--- src/rtl/instr_fetch.sv ---
// Instruction fetch stage of the RV32I core.
// Holds the PC and issues in-order word reads to instruction memory. Returned
// words go into a small PC-tagged queue and are handed to decode through a
// valid/ready handshake. Redirects flush the queue and drop in-flight replies.
//
// Ports:
//   clk, rst                         clock, asynchronous active-high reset
//   imem_req/imem_addr/imem_ready    request channel to instruction memory
//   imem_rvalid/imem_rdata           in-order response channel
//   redirect_valid/redirect_pc       branch/jump redirect, flushes the stage
//   if_valid/if_instr/if_pc/if_ready instruction handshake to decode
//   err_spurious                     sticky flag: response with nothing outstanding
module instr_fetch #(
    parameter logic [31:0] RESET_PC = 32'h0000_0000,
    parameter int unsigned DEPTH    = 4
) (
    input  logic        clk,
    input  logic        rst,
    output logic        imem_req,
    output logic [31:0] imem_addr,
    input  logic        imem_ready,
    input  logic        imem_rvalid,
    input  logic [31:0] imem_rdata,
    input  logic        redirect_valid,
    input  logic [31:0] redirect_pc,
    output logic        if_valid,
    output logic [31:0] if_instr,
    output logic [31:0] if_pc,
    input  logic        if_ready,
    output logic        err_spurious
);

    localparam int unsigned PW      = $clog2(DEPTH);
    localparam logic [PW:0] DEPTH_W = (PW + 1)'(DEPTH);

    // Queue storage; pointers carry one extra wrap bit so full and empty differ.
    logic [31:0]      q_pc    [DEPTH];
    logic [31:0]      q_instr [DEPTH];
    logic [DEPTH-1:0] q_filled;

    logic [31:0] pc;
    logic [PW:0] head;      // oldest entry, presented to decode
    logic [PW:0] fptr;      // oldest entry still waiting for its response
    logic [PW:0] tail;      // next entry to allocate
    logic [PW:0] drop_cnt;  // responses still owed to a flushed stream
    logic        err_q;

    logic [PW-1:0] head_idx;
    logic [PW-1:0] fptr_idx;
    logic [PW-1:0] tail_idx;
    logic [PW:0]   count;
    logic [PW:0]   unfilled;
    logic [PW:0]   credit_used;
    logic [PW:0]   rsp_taken;
    logic          accept;
    logic          consume;
    logic          rsp_drop;
    logic          rsp_fill;
    logic          rsp_spur;

    assign head_idx    = head[PW-1:0];
    assign fptr_idx    = fptr[PW-1:0];
    assign tail_idx    = tail[PW-1:0];
    assign count       = tail - head;
    assign unfilled    = tail - fptr;
    assign credit_used = count + drop_cnt;

    // Request stays up while credit remains; a redirect cycle never issues.
    assign imem_req  = ~rst & (credit_used < DEPTH_W) & ~redirect_valid;
    assign imem_addr = pc;

    // Decode side is driven straight from queue registers.
    assign if_valid     = q_filled[head_idx];
    assign if_instr     = q_instr[head_idx];
    assign if_pc        = q_pc[head_idx];
    assign err_spurious = err_q;

    assign accept   = imem_req & imem_ready;
    assign consume  = if_valid & if_ready;
    assign rsp_drop = imem_rvalid & (drop_cnt != '0);
    assign rsp_fill = imem_rvalid & (drop_cnt == '0) & (unfilled != '0);
    assign rsp_spur = imem_rvalid & (drop_cnt == '0) & (unfilled == '0);
    assign rsp_taken = (PW + 1)'(rsp_drop | rsp_fill);

    // Queue, PC and drop bookkeeping.
    always_ff @(posedge clk or posedge rst) begin
        if (rst) begin
            pc       <= RESET_PC & ~32'h3;
            head     <= '0;
            fptr     <= '0;
            tail     <= '0;
            drop_cnt <= '0;
            err_q    <= 1'b0;
            q_filled <= '0;
            for (int i = 0; i < int'(DEPTH); i++) begin
                q_pc[i]    <= '0;
                q_instr[i] <= '0;
            end
        end else begin
            if (rsp_spur) begin
                err_q <= 1'b1;
            end

            if (redirect_valid) begin
                // Every unfilled slot still has a reply on the way; a reply
                // arriving this cycle belongs to the old stream and is already
                // accounted for by rsp_taken.
                pc       <= redirect_pc & ~32'h3;
                head     <= '0;
                fptr     <= '0;
                tail     <= '0;
                q_filled <= '0;
                drop_cnt <= drop_cnt + unfilled - rsp_taken;
            end else begin
                if (accept) begin
                    q_pc[tail_idx] <= pc;
                    tail           <= tail + 1'b1;
                    pc             <= pc + 32'd4;
                end

                if (rsp_fill) begin
                    q_instr[fptr_idx]  <= imem_rdata;
                    q_filled[fptr_idx] <= 1'b1;
                    fptr               <= fptr + 1'b1;
                end else if (rsp_drop) begin
                    drop_cnt <= drop_cnt - 1'b1;
                end

                // Head is filled when consumed, so it never aliases fptr or tail.
                if (consume) begin
                    q_filled[head_idx] <= 1'b0;
                    head               <= head + 1'b1;
                end
            end
        end
    end

endmodule

--- config.mk ---
export PLATFORM = sky130hd
export DESIGN_NAME = instr_fetch
export DESIGN_NICKNAME = d
export VERILOG_FILES = /design/src/rtl/instr_fetch.sv
export SDC_FILE = /design/constraint.sdc
export NUM_CORES = 1
export LEC_CHECK = 0
export CORE_MARGIN = 10
export CORE_UTILIZATION = 25
export DETAILED_ROUTE_END_ITERATION = 8
export GPL_ROUTABILITY_DRIVEN = 0
export SLEW_MARGIN = 5
export SYNTH_ARGS = -nofsm -noshare
export SYNTH_HDL_FRONTEND = slang
export SYNTH_SLANG_ARGS = --single-unit
--- constraint.sdc ---
create_clock -name clk -period 9.4 [get_ports clk]
set_input_delay 1.88 -clock clk [delete_from_list [all_inputs] [get_ports clk]]
set_output_delay 1.88 -clock clk [all_outputs]
set_load 0.005 [all_outputs]
### Power grid

Scale: 1.5 px per um. Pins as bars on the die edge. Tap cells in grey.
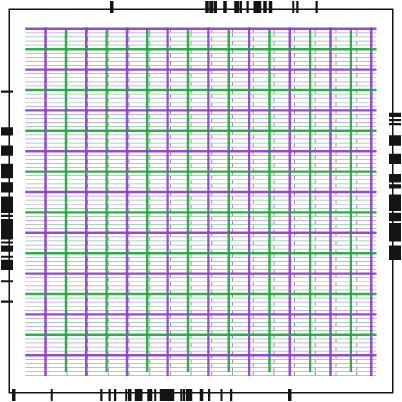
Key: VSS = purple; VDD = green
17 straps on met4. 696 tap cells.

### Routed metal, one colour a layer

Scale: 1.5 px per um.
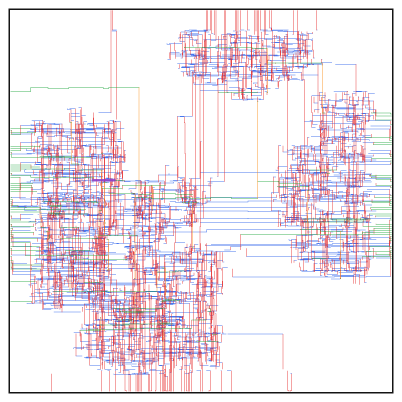
Key: metal 2 = red [wire length 17000 um]; metal 5 = purple [wire length 13.8 um]; metal 3 = green [wire length 2470 um]; metal 4 = orange [wire length 593 um]; metal 1 = blue [wire length 15800 um]
wire per inst: 19.8 um
Total GRT Usage: 0.111
WL final: 35900 um
routed via count: 8626

### Clock routing

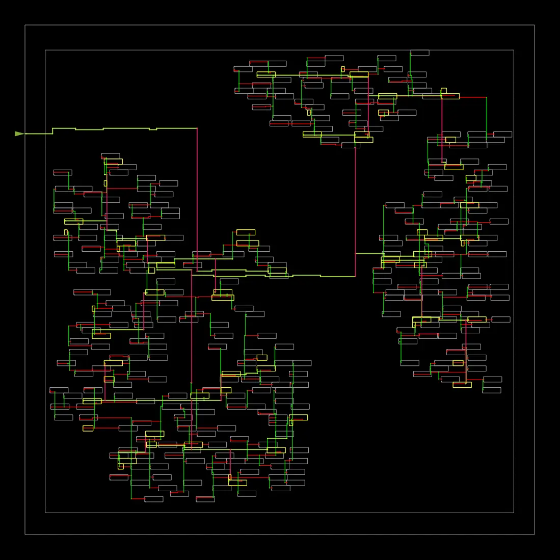
CTS Sinks: 295
TritonCTS buffer count: 36
CLK BUF: 55
clock skew: 0.0270 ns
P_clk: 1.40 mW

### Met2 routing

Scale: 1 px per um.
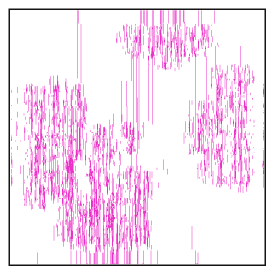
The longest straight run is 114 um. The wires run mostly vertical. The layer holds 47% of the routed length.
met2 GRT Util: 0.182

### Signal wires on met3

Scale: 1 px per um. Cells faint in the background.
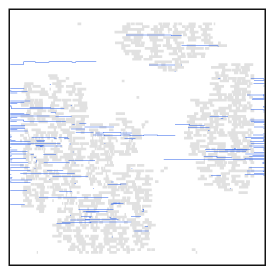
The layer carries 2470 um of wire. The layer holds 6.9% of the routed length. The wires run mostly horizontal.

==> flow_metrics.tcl <==
# place-and-route summary
set metrics [dict create \
    path_delay_family "adder cells" \
    path_max_fanout 34 \
    busiest_layer "met2" \
    top_area_frac 0.536 \
    status "completed" \
    sequentialPowerShare 0.400 \
    whs_ns 0.494 \
    edf_count 0 \
    synth_flops 295 \
    design_area_mm2 0.0173 \
    fill_cells 5355 \
    cp-end-kind "output port" \
    min_period_ns 5.36 \
    switchingPower_mw 1.15 \
    cp-startpoint "head[1]$_DFFE_PP0P_" \
    ctsResizeCount 0 \
    final_util 0.319 \
    grt_max_degree 171 \
    tightest_slew_ns 1.11 \
    seq_cell_count 295 \
    diodes 0 \
    final_common_cell "dfrtp_1" \
    clkPwrFrac 0.337 \
    crit_buf_inv 3 \
    criticalPathCategory "reg2out" \
    synthAdderAreaFrac 0.0235 \
    antenna_found_initial 1 \
    max_freq_mhz 186 \
    final_net_count 1187 \
    port-buffer-count 162 \
    cts_setup_buffers 0 \
    synth.avg_cell_area_um2 14.6 \
    drc 0 \
    pre_cts_ws_ns 4.39 \
    ys_top_logic_family "multiplexers" \
]
## power by group through the flow
stage / clock network [mW] / registers (mW) / logic (mW)
after global placement: 0 / 1.66 / 1.09
after detailed placement: 0 / 1.68 / 1.11
after floorplan: 0 / 1.62 / 0.635
final: 1.40 / 1.66 / 1.09
after CTS: 1.44 / 1.66 / 1.11
after global routing: 1.49 / 1.69 / 1.20
## layer usage
metal	share of wire	vias up
met1	0.44	4500
met2	0.47	247
met3	0.069	52
met5	0.00036	-
met4	0.016	2
li1	-	3825
## state kept, by name, indices dropped and copies added, names as in the netlist
signal / flops
fptr: 3
q_pc: 120
err_spurious: 1
tail: 3
drop_cnt: 3
head: 3
imem_addr: 30
q_filled: 4
q_instr: 128
Power figures rest on the tool's default switching activity, not on a simulated workload.
